Design ctrl_unit_flat, sky130hd; sources not shown.
Fig. 1: run 1, routing congestion
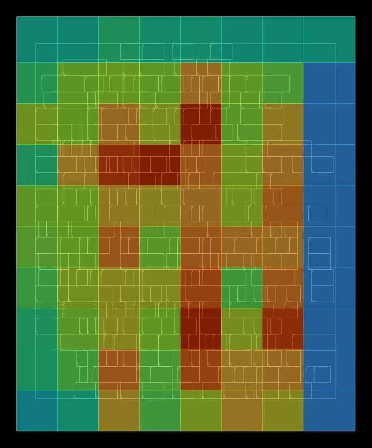
grt met3 use: 0.0447
met2 Usage GRT: 0.349
post-layout util: 0.717

Fig. 2: run 1, signal wires by layer
Two of the layers only.
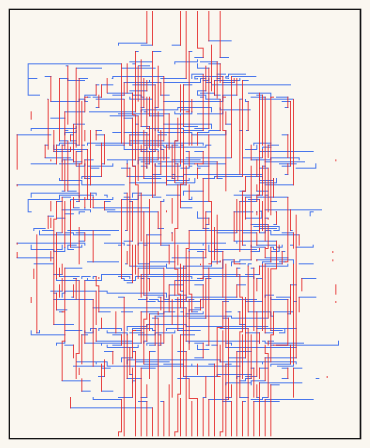
Key: blue = M1 [wire length 1650 µm]; red = M2 [wire length 2030 µm]
WL/cell: 14.2 µm
via count: 1506
GRT Resource Usage Total: 0.205

Fig. 3: run 1, a small window of the routed layout
Region (30, 5) to (55, 30) µm. Cells in gray, sequential cells in the stronger gray; small squares are vias.
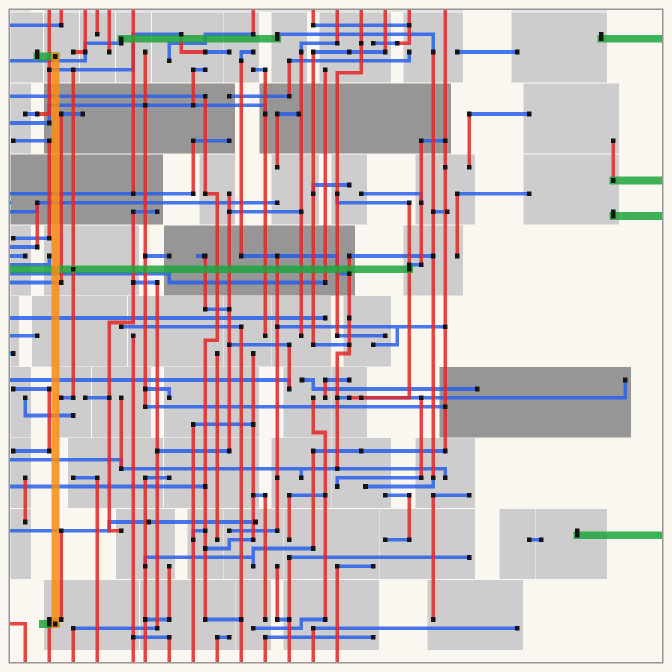
Key: orange = M4; red = M2; blue = M1; green = M3
Sequential cells in the window: 5. Most frequent: clkdlybuf4s50_1 (15), nand2_1 (10), and2_1 (6). 51 logic cells have their middle in the window.

==> ci_impl_report.md, run 1 <==
## PnR job results

| Metric | Value |
|---|---|
| R2R cell count | `9` |
| Ys Warns | `6` |
| Worst slew margin | `0.567` |
| HP Class | `flip-flop to flip-flop` |
| Die height | `69.8 µm` |
| Final tally of hold violations | `0` |
| FMAX | `278 MHz` |
| Post-DP HPWL | `2920 µm` |
| RSZ-0062 raised after global routing | `false` |
| Worst-path maximum fanout | `10` |
| I/O pin cnt | `~53` |
| Port buffer count | `51` |
| Final worst slack | `1810 ps` |
| First-pass iteration count of the detailed router | `4` |
| Fin crit period | `3590 ps` |
| Top-count cell post-synth | `nand2_1` |
| Final ANT Viol Nets | `0` |
| Final wirelength | `3950 µm` |
| DRC errors left | `0` |
| GRT busiest layer | `met2` |
| Mapped Area | `between 0.0015 and 0.002 mm²` |
| Post-route non-filler standard cell count | `278` |
| Post-synth top area share | `0.397` |
| Status | `finished, final reports clean` |
| Clock-pin slew on the worst setup and hold paths | `100 ps` |
| H-Tree Depth | `2` |
| Dpl ws | `2140 ps` |
| CTS sink count | `31` |
| CORE AREA | `0.00303 mm²` |
| Layout Skew | `about 11 ps` |
| Peak VDD IR | `around 0.22 mV` |
| Max_cap viols | `0` |
| Num CTS Buffers | `5` |
-- run 1: critical path, cell delays in order (launching register included) --
cell	delay, ps
dfxtp_1	470
and3b_1	220
clkbuf_1	320
nand2_1	180
nor4b_1	290
clkdlybuf4s50_1	720
-- run 1: cell type report --
class	count	area, µm²
clock buffer	7	45.0
clock inverter	1	5.00
tap	36	45.0
fill	229	858
timing repair buffer	51	510
inverter	1	6.26
multi-input combinational	139	853
buffer	12	83.8
sequential	31	621
-- run 1: through the flow --
| stage | instance area (µm²) | util |
|---|---|---|
| after floorplan | 1560 | - |
| after global placement | 2120 | 0.700 |
| after detailed placement | 2120 | 0.700 |
| after CTS | 2170 | 0.717 |
| after global routing | 2170 | 0.717 |
| final | 2170 | 0.717 |
-- run 1: logic make-up after synthesis --
kind of cell	share of synthesized area
adder cells (fa/ha/maj)	0.0320
AND/OR/NAND/NOR	0.297
flip-flops	0.397
XOR/XNOR	0.0224
buffers and inverters	0.0576
multiplexers	0.0400
AND-OR/OR-AND	0.152
other	0.00240
-- run 1: routing by layer --
layer | routed length [µm] | vias up
met1 | 1650 | 704
met5 | 0 | -
met2 | 2030 | 44
met4 | 92 | 0
li1 | - | 748
met3 | 179 | 10
-- run 1: layout by cell type, fill, tap and decap left out, types with 3 or more instances in the layout --
| cell type | instances |
|---|---|
| nand2b_1 | 6 |
| mux2i_1 | 4 |
| a22o_1 | 4 |
| nor3b_1 | 3 |
| nand2_1 | 32 |
| and2_1 | 13 |
| nor2_1 | 9 |
| o21ai_0 | 3 |
| clkbuf_4 | 5 |
| a2111oi_0 | 3 |
| and3_1 | 4 |
| nor3_1 | 3 |
| nand3b_1 | 9 |
| ha_1 | 4 |
| a21oi_1 | 20 |
| dfxtp_1 | 31 |
| clkbuf_1 | 9 |
| xor2_1 | 3 |
| clkdlybuf4s50_1 | 51 |
-- run 1: power by group --
part	leakage [nW]	switching, W	total, W	internal [W]
Clock	0.0293	0.0000753	0.000126	0.0000507
Sequential	0.253	0.0000152	0.000264	0.000249
Combinational	0.508	0.0000662	0.000125	0.0000589
==> run 1 -> run 2 <==
Settings changed: CORE_UTILIZATION 48 to 41, PLACE_DENSITY 0.95 to 0.88.
Clock period 5.4 ns to 3.2 ns, I/O delays scaled along.
Fig. 4: run 2, floorplan with the power grid
The bar under the picture is 20 µm long. Pins as bars on the die edge. Tap cells in gray.
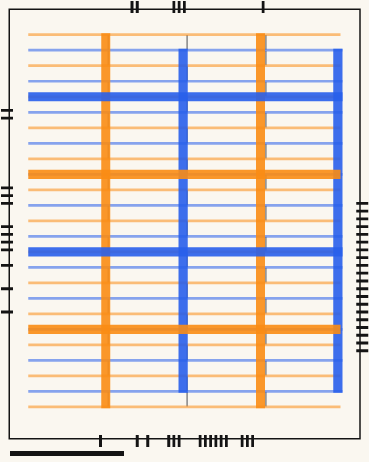
Key: blue = VDD; orange = VSS
53 signal pins sit on the boundary. 4 straps on met4. The core has 24 rows. 4 straps on met5. 39 tap cells.
Die X: 61.2 µm
Peak VDD IR: 0.305 mV
CORE AREA: 0.00357 mm²
die height: 75.1 µm

Fig. 5: run 2, register map, names as in the netlist
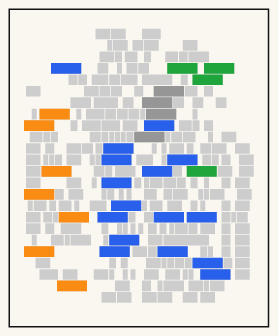
Key: blue = `u_core/ir` [sequential cells 16]; orange = `u_core/u_pc/pc` [sequential cells 7]; green = `u_core/state` [sequential cells 4, where north-east]
Another 4 sequential cells are not colored.
post-layout util: 0.628
flop share of the area: 0.277

==> run 2 against run 1 <==
  * Critical path depth shrank 1
  * Via count shrank 2.4%
  * Non-clock buffer count is the same
  * Worst hold slack lost 7.3 ps
  * Wire length shrank 5.2%
  * Power grew 100%
  * Die area grew 15%
  * Critical endpoint is now bus_rf_ra_addr[1]
==> ci_impl_report.md, run 2 <==
## PnR job results

| Metric | Value |
|---|---|
| Status | `finished, final reports clean` |
| Final worst slack | `120 ps (-1690 ps)` |
| Layout Skew | `3.65 ps (-7.65 ps)` |
| R2R cell count | `9 (unchanged)` |
| HP Class | `flip-flop to flip-flop` |
| Mapped Area | `0.00156 mm² (unchanged)` |
| Num CTS Buffers | `5 (unchanged)` |
| First-pass iteration count of the detailed router | `4 (unchanged)` |
| Final ANT Viol Nets | `0 (unchanged)` |
| Ys async rst share | `0` |
| Pleak | `0.842 nW` |
| Hold Buf Count CTS | `0` |
| Commonest cells post-synth | `32 x nand2_1, 31 x dfxtp_1, 20 x a21oi_1` |
| Worst slew margin | `0.544 (-0.0227)` |
| Top cell excl fill/tap | `clkdlybuf4s50_1` |
| Port buffer count | `51 (unchanged)` |
| Most numerous logic cells after layout | `50 x clkdlybuf4s50_1, 32 x nand2_1, 31 x dfxtp_1` |
| Final wirelength | `3740 µm (-5.2%)` |
| Top-count cell post-synth | `nand2_1` |
| H-Tree Depth | `2 (unchanged)` |
| RSZ-0062 raised after global routing | `false` |
| Fin crit period | `approximately 3100 ps` |
| Worst-path maximum fanout | `9 (-1)` |
| Netlist cell types | `36` |
| CTS sink count | `31 (unchanged)` |
| FMAX | `325 MHz` |
| # Cells Yosys | `183` |
| Final Wtd Congestion | `around 0.8` |
| Post-DP HPWL | `2770 µm (-5.4%)` |
| GRT Resource Usage Total | `0.179 (-0.0256)` |
| Syn Inst Count | `183` |
| Final tally of hold violations | `0 (unchanged)` |
| Dominant cell type by area after synthesis | `dfxtp_1` |
| WL/cell | `13.3 µm (-6.3%)` |
| Initial antenna violation count | `0` |
| Ys Warns | `6 (unchanged)` |
| I/O pin cnt | `53 (unchanged)` |
| Crit path arrival time | `2440 ps` |
| Final Cycle Share | `0.962` |
| # rows | `24` |
| Dpl ws | `320 ps (-1820 ps)` |
| Max_cap viols | `0 (unchanged)` |
| Via count | `1470 (-2.4%)` |
| Post-synth top area share | `0.397 (unchanged)` |
| Critical Path Source Type | `flip-flop` |
| DRC errors left | `0 (unchanged)` |
| Clock-pin slew on the worst setup and hold paths | `60 ps (-40 ps)` |
| Die Size | `between 0.004 and 0.005 mm²` |
| YS chip area | `0.00156 mm²` |
## run 2: critical path: stages (launching register included)
cell	delay (ps)
dfxtp_1	480
nand2b_1	130
nor3b_1	580
a22o_1	270
clkdlybuf4s50_1	680
## run 2: repair_timing
action | in CTS | in global routing
buffers inserted | 0 | 0
resized | 0 | 1
setup endpoints to repair | 0 | 1
## run 2: kinds of logic (layout without fill, tap and decap cells)
group | count (synthesis) | count (layout) | share of synthesized area
compound gates | 37 | 37 | 0.152
xor+xnor | 4 | 4 | 0.0224
fa+ha+maj | 4 | 4 | 0.0320
buf+inv | 13 | 72 | 0.0576
flops | 31 | 31 | 0.397
mux | 6 | 6 | 0.0400
other cells | 1 | 1 | 0.00240
simple gates | 87 | 87 | 0.297
## run 2: per-stage QoR
step | cells | util | total power, W | area, µm² | hold slack (ps)
detailed placement | 273 | 0.594 | 0.000660 | 2120 | 454
CTS | 281 | 0.627 | 0.00106 | 2240 | 463
finish | 281 | 0.628 | 0.00105 | 2240 | 461
global placement | 273 | 0.594 | 0.000654 | 2120 | 450
floorplan | 183 | - | 0.000593 | 1560 | 440
global route | 281 | 0.628 | 0.00110 | 2240 | 488
## run 2: report_power, final
part	leakage, nW	switching, W	internal (W)	total, W
sequential	0.253	0.0000250	0.000420	0.000445
combinational	0.527	0.000107	0.0000990	0.000206
clock	0.0612	0.000150	0.000252	0.000401
## run 2: metal layers
| metal | GRT usage | up-vias | routed length [µm] |
|---|---|---|---|
| li1 | - | 745 | - |
| met2 | 0.299 | 37 | 1830 |
| met4 | 0.0867 | 0 | 67 |
| met3 | 0.0617 | 10 | 213 |
| met1 | 0.201 | 678 | 1640 |
| met5 | 0 | - | 0 |
## run 2: cell type report
cell class | instances | area (µm²)
buffer | 12 | 83.8
clock buffer | 6 | 82.6
clock inverter | 2 | 35.0
fill | 312 | 1330
inverter | 1 | 6.26
multi-input combinational | 139 | 853
sequential | 31 | 621
tap | 39 | 48.8
timing repair buffer | 51 | 513
Power figures rest on the tool's default switching activity, not on a simulated workload.
